File: config.mk
export PLATFORM = sky130hd
export DESIGN_NAME = uart_rx
export DESIGN_NICKNAME = d
export VERILOG_FILES = /design/src/rtl/uart_rx_pkg.sv /design/src/rtl/uart_rx_sync.sv /design/src/rtl/uart_rx.sv
export SDC_FILE = /design/constraint.sdc
export NUM_CORES = 1
export LEC_CHECK = 0
export ABC_AREA = 1
export CAP_MARGIN = 20
export CORE_ASPECT_RATIO = 1.5
export CORE_MARGIN = 4
export CORE_UTILIZATION = 60
export DETAILED_ROUTE_END_ITERATION = 16
export PLACE_DENSITY = 0.81
export RECOVER_POWER = 25
export REMOVE_ABC_BUFFERS = 1
export SLEW_MARGIN = 20
export SYNTH_ARGS = -nofsm -noshare
export SYNTH_HDL_FRONTEND = slang
export SYNTH_HIERARCHICAL = 1
export SYNTH_SLANG_ARGS = --single-unit
File: constraint.sdc
create_clock -name clk -period 2.85 [get_ports clk]
set_clock_uncertainty 0.1 [all_clocks]
set_input_delay 0.7125 -clock clk [delete_from_list [all_inputs] [get_ports clk]]
set_output_delay 0.7125 -clock clk [all_outputs]
set_load 0.05 [all_outputs]
File: src/rtl/uart_rx_pkg.sv
// Shared definitions for the UART receiver: FSM state encoding, parity codes, level names.
// Latency: n/a (types and constants only).
// Backpressure: n/a.
package uart_rx_pkg;

  typedef enum logic [2:0] {
    RX_IDLE   = 3'd0,
    RX_START  = 3'd1,
    RX_DATA   = 3'd2,
    RX_PARITY = 3'd3,
    RX_STOP   = 3'd4
  } rx_state_t;

  localparam int PARITY_NONE = 0;
  localparam int PARITY_ODD  = 1;
  localparam int PARITY_EVEN = 2;

  localparam logic HIGH = 1'b1;
  localparam logic LOW  = 1'b0;

  // Counter width for values 0..v-1, never narrower than one bit.
  function automatic int clog2_min1(input int v);
    return (v <= 2) ? 1 : $clog2(v);
  endfunction

endpackage

File: src/rtl/uart_rx_sync.sv
// Multi-stage synchronizer bringing the asynchronous rx pin into the clk domain.
// Latency: STAGES clk cycles.
// Backpressure: none; samples every clk. Resets to 1 so an idle line never looks like a start bit.
module uart_rx_sync #(
  parameter int STAGES = 2
) (
  input  logic clk,
  input  logic reset,
  input  logic d,
  output logic q
);

  logic [STAGES-1:0] sync_ff;

  // Shift the raw line through the flop chain; preset to the idle level on reset.
  always_ff @(posedge clk or posedge reset) begin
    if (reset) begin
      sync_ff <= '1;
    end else begin
      sync_ff <= {sync_ff[STAGES-2:0], d};
    end
  end

  assign q = sync_ff[STAGES-1];

endmodule

File: src/rtl/uart_rx.sv
// UART receiver: recovers start/data(LSB first)/optional parity/stop from rx using s_tick oversampling.
// Latency: rx_done rises one clk after the final stop-region s_tick; dout/flags then hold until next frame.
// Backpressure: none; rx_done is a one-cycle strobe the consumer must take when it fires.
module uart_rx
  import uart_rx_pkg::*;
#(
  parameter int DATA_BITS    = 8,
  parameter int OVERSAMPLING = 16,
  parameter int SB_TICKS     = 16,
  parameter int PARITY       = 0
) (
  input  logic                 clk,
  input  logic                 reset,
  input  logic                 rx,
  input  logic                 s_tick,
  output logic [DATA_BITS-1:0] dout,
  output logic                 rx_done,
  output logic                 frame_error,
  output logic                 parity_error,
  output logic                 busy
);

  localparam int TICK_MAX = (OVERSAMPLING > SB_TICKS) ? OVERSAMPLING : SB_TICKS;
  localparam int TICK_W   = clog2_min1(TICK_MAX);
  localparam int BIT_W    = clog2_min1(DATA_BITS);

  localparam logic [TICK_W-1:0] TICK_MID  = TICK_W'(OVERSAMPLING / 2 - 1);
  localparam logic [TICK_W-1:0] TICK_LAST = TICK_W'(OVERSAMPLING - 1);
  localparam logic [TICK_W-1:0] STOP_LAST = TICK_W'(SB_TICKS - 1);
  localparam logic [BIT_W-1:0]  BIT_LAST  = BIT_W'(DATA_BITS - 1);
  localparam logic              PAR_ODD   = (PARITY == PARITY_ODD);

  logic rx_s;

  rx_state_t            state_q, state_d;
  logic [TICK_W-1:0]    tick_q, tick_d;
  logic [BIT_W-1:0]     bit_q, bit_d;
  logic [DATA_BITS-1:0] shreg_q, shreg_d;
  logic                 par_bad_q, par_bad_d;
  logic [DATA_BITS-1:0] dout_q, dout_d;
  logic                 fe_q, fe_d;
  logic                 pe_q, pe_d;
  logic                 done_q, done_d;

  uart_rx_sync #(
    .STAGES (2)
  ) u_sync (
    .clk   (clk),
    .reset (reset),
    .d     (rx),
    .q     (rx_s)
  );

  // Frame state, counters, shift register and held result registers.
  always_ff @(posedge clk or posedge reset) begin
    if (reset) begin
      state_q   <= RX_IDLE;
      tick_q    <= '0;
      bit_q     <= '0;
      shreg_q   <= '0;
      par_bad_q <= LOW;
      dout_q    <= '0;
      fe_q      <= LOW;
      pe_q      <= LOW;
      done_q    <= LOW;
    end else begin
      state_q   <= state_d;
      tick_q    <= tick_d;
      bit_q     <= bit_d;
      shreg_q   <= shreg_d;
      par_bad_q <= par_bad_d;
      dout_q    <= dout_d;
      fe_q      <= fe_d;
      pe_q      <= pe_d;
      done_q    <= done_d;
    end
  end

  // Next-state logic: counters move only on s_tick; IDLE reacts to the line directly.
  always_comb begin
    state_d   = state_q;
    tick_d    = tick_q;
    bit_d     = bit_q;
    shreg_d   = shreg_q;
    par_bad_d = par_bad_q;
    dout_d    = dout_q;
    fe_d      = fe_q;
    pe_d      = pe_q;
    done_d    = LOW;

    case (state_q)
      RX_IDLE: begin
        if (rx_s == LOW) begin
          state_d = RX_START;
          tick_d  = '0;
        end
      end

      RX_START: begin
        if (s_tick) begin
          if (tick_q == TICK_MID) begin
            if (rx_s == LOW) begin
              state_d   = RX_DATA;
              tick_d    = '0;
              bit_d     = '0;
              par_bad_d = LOW;
            end else begin
              // Line was high again by mid start bit: treat as noise.
              state_d = RX_IDLE;
            end
          end else begin
            tick_d = tick_q + TICK_W'(1);
          end
        end
      end

      RX_DATA: begin
        if (s_tick) begin
          if (tick_q == TICK_LAST) begin
            tick_d  = '0;
            shreg_d = {rx_s, shreg_q[DATA_BITS-1:1]};
            if (bit_q == BIT_LAST) begin
              state_d = (PARITY != PARITY_NONE) ? RX_PARITY : RX_STOP;
            end else begin
              bit_d = bit_q + BIT_W'(1);
            end
          end else begin
            tick_d = tick_q + TICK_W'(1);
          end
        end
      end

      RX_PARITY: begin
        if (s_tick) begin
          if (tick_q == TICK_LAST) begin
            // Odd parity wants an odd total of ones over data+parity, even wants even.
            par_bad_d = ((^shreg_q) ^ rx_s) != PAR_ODD;
            state_d   = RX_STOP;
            tick_d    = '0;
          end else begin
            tick_d = tick_q + TICK_W'(1);
          end
        end
      end

      RX_STOP: begin
        if (s_tick) begin
          if (tick_q == STOP_LAST) begin
            state_d = RX_IDLE;
            dout_d  = shreg_q;
            fe_d    = ~rx_s;
            pe_d    = par_bad_q;
            done_d  = HIGH;
          end else begin
            tick_d = tick_q + TICK_W'(1);
          end
        end
      end

      default: begin
        state_d = RX_IDLE;
      end
    endcase
  end

  assign dout         = dout_q;
  assign rx_done      = done_q;
  assign frame_error  = fe_q;
  assign parity_error = pe_q;
  assign busy         = (state_q != RX_IDLE);

endmodule
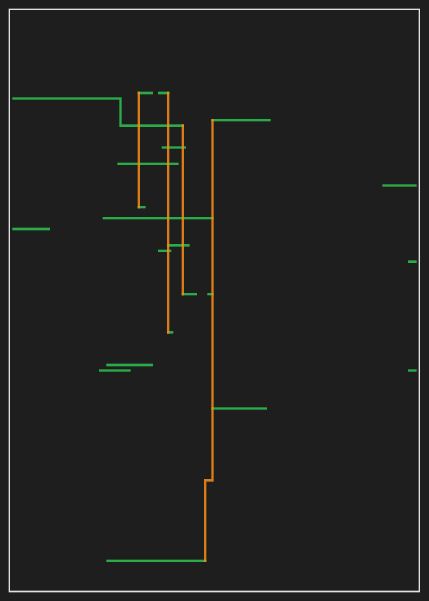
*Signal wires by layer*
Drawn at 8 px/µm. Only two layers are drawn.
legend:
  M4:
    colour: orange
    wire_length: 121 µm
  M3:
    colour: green
    wire_length: 103 µm
Total GRT Usage: 0.215
DRT Wirelength: 3230 µm
DR WL/cell: 12.5 µm

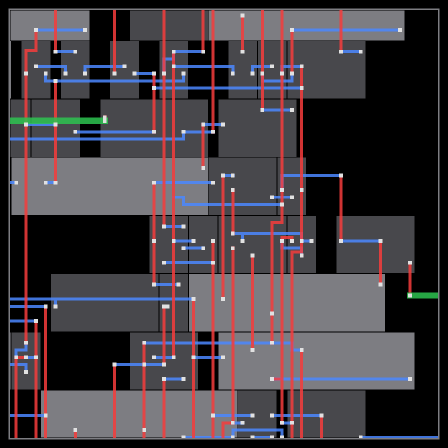
*A small window of the routed layout*
Region (28, 44) to (48, 64) µm. Cells in grey, sequential cells in the stronger grey; small squares are vias.
legend:
  M2:
    colour: red
  M1:
    colour: blue
  M3:
    colour: green
sequential cells in the window: 5
netlist names of flops here include: dout (3)
cells with their middle in the window: 29
most frequent: nand2_1 (10), dfrtp_1 (5), clkdlybuf4s50_1 (5)

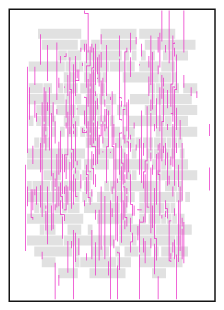
*Met2 routing*
Drawn at 4 px/µm.
share of all routed wire: 56%
longest straight run: 28.6 µm
Via Count: 1318
met2 usage: 0.397

==> qor.yml <==
run_status:
  status: "finished with violations"
  failed_checks: "capacitance limit, slew limit"
final_timing:
  maxSlewViolCount: 31
  slew_headroom: -0.0432
  worst_slew_pin_slew_ps: 1560
  setup_slack_ps: 281
layout:
  finalNetCount: 228
  syn_to_final_growth_pct: 18.2
  n_antenna_cell: 0
  stdcell_area_um2: 1970
  lay_top_count: "nand2_1"
placed_design:
  placedCellCount: 251
global_route:
  use_met1: 0.204
  grt_start_max_net_pins: 31
  grt_use_met3: 0.0552
  grt_pass1_vias: 1391
clocking:
  clkTransAtPathRegs_ps: 60
  cts.path.max_buffers: 2
  cts_root_buf: "clkbuf_8"
  htreeDepth: 2
critical_path:
  start_kind: "flop"
  worst_setup_path_end_kind: "output port"
  cp_max_fo: 4
  path_class: "flop to output port"
synthesis:
  synth_area_per_cell_um2: 8.35
  yosys_warnings: 6
  edf_count: 0
  ys_chip_area_um2: 1670
floorplan:
  design.core.area_um2: 2680
  placement_rows: 23
min_path:
  hold_path_class: "flop to flop"
run:
  cap_violations: 1
power:
  p_switching_mw: 0.588
  power.leakage_nw: 0.975
  design_power_total_mw: 1.58
  internal_power_mw: 0.994
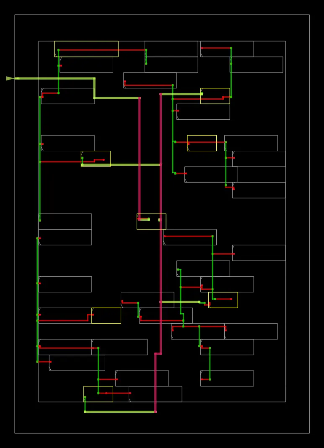
*Clock routing*
registers: 32
clock buffer count: 7
# clock sinks: 32
clk pwr: 0.473 mW
clk latency late pin: 290 ps

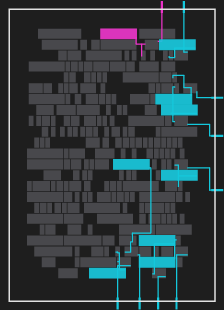
*Port wiring*
Drawn at 4 px/µm.
legend:
  dout:
    colour: cyan
    bits: 8
    direction: output
    edge: 4 south, 3 east, 1 north
    end_cells: 8
    buffers: 8
    wire: 183 µm
  parity_error:
    colour: magenta
    bits: 1
    direction: output
    edge: north
    end_cells: 1
    buffers: 1
    wire: 15.6 µm
Ports: 16
I/O Buffers: 15

-- area by class of cell --
class,instances,area [µm²]
sequential,32,803
clock inverter,1,30.0
timing repair buffer,16,154
clock buffer,7,96.3
fill,206,703
tap,37,46.3
multi-input combinational,139,739
inverter,27,104
-- worst max-delay path: stages (launching register included) --
cell	delay (ps)
dfrtp_1	430
nor2_2	200
nand2_1	120
clkdlybuf4s50_1	720
-- power groups by stage --
stage                     clock (mW)  sequential, mW  combinational [mW]
final                          0.473           0.560               0.548
after global routing           0.507           0.568               0.616
after CTS                      0.484           0.560               0.545
after detailed placement           0           0.567               0.543
after global placement             0           0.564               0.518
after floorplan                    0           0.558               0.433
-- path summary, 6_finish.rpt --
kind	from	endpoint	slack (ps)	depth (start not counted)
worst max-delay path	state_q[0]	busy	280	3
worst min-delay path	u_sync/sync_ff[0]	u_sync/sync_ff[1]	260	0
worst max register to register	tick_q[0]	tick_q[2]	1130	9
worst min register to register	u_sync/sync_ff[0]	u_sync/sync_ff[1]	260	0
max in group asynchronous	reset	par_bad_q	390	3
min in group asynchronous	reset	u_sync/sync_ff[0]	810	2
-- sequential cells by signal (all words and copies together), names as in the netlist --
register,flops
state_q,3
dout,8
par_bad_q,1
shreg_q,8
frame_error,1
tick_q,4
rx_done,1
u_sync/sync_ff,2
bit_q,3
parity_error,1
-- cell usage after synthesis (2+ instances only) --
cell	count	share of area
dfstp_2	2	0.031
inv_2	5	0.011
dfrtp_1	30	0.45
nand3_1	14	0.042
nor2_4	3	0.020
xnor2_1	2	0.010
nor2_2	2	0.0075
a21oi_1	2	0.0060
buf_6	2	0.013
nor2_1	7	0.016
nand3_2	2	0.012
ha_1	3	0.022
o21ai_2	11	0.058
nand2_2	5	0.019
o21ai_1	12	0.036
nand2_1	68	0.15
inv_1	21	0.047
-- layer usage --
metal | wire [µm] | part of all wire
met4 | 121 | 0.037
met5 | 0 | 0
met1 | 1210 | 0.37
met2 | 1800 | 0.56
met3 | 102 | 0.032
-- cell families (layout without fill, tap and decap cells) --
kind of cell             after synthesis  after routing  synth area share
adder cells (fa/ha/maj)                3              3            0.0225
flip-flops                            32             32             0.481
buffers and inverters                 29             51            0.0757
AND/OR/NAND/NOR                      105            105             0.288
XOR/XNOR                               3              3            0.0157
AND-OR/OR-AND                         28             28             0.117
No activity file was given, so power comes from the tool's default toggle rates.
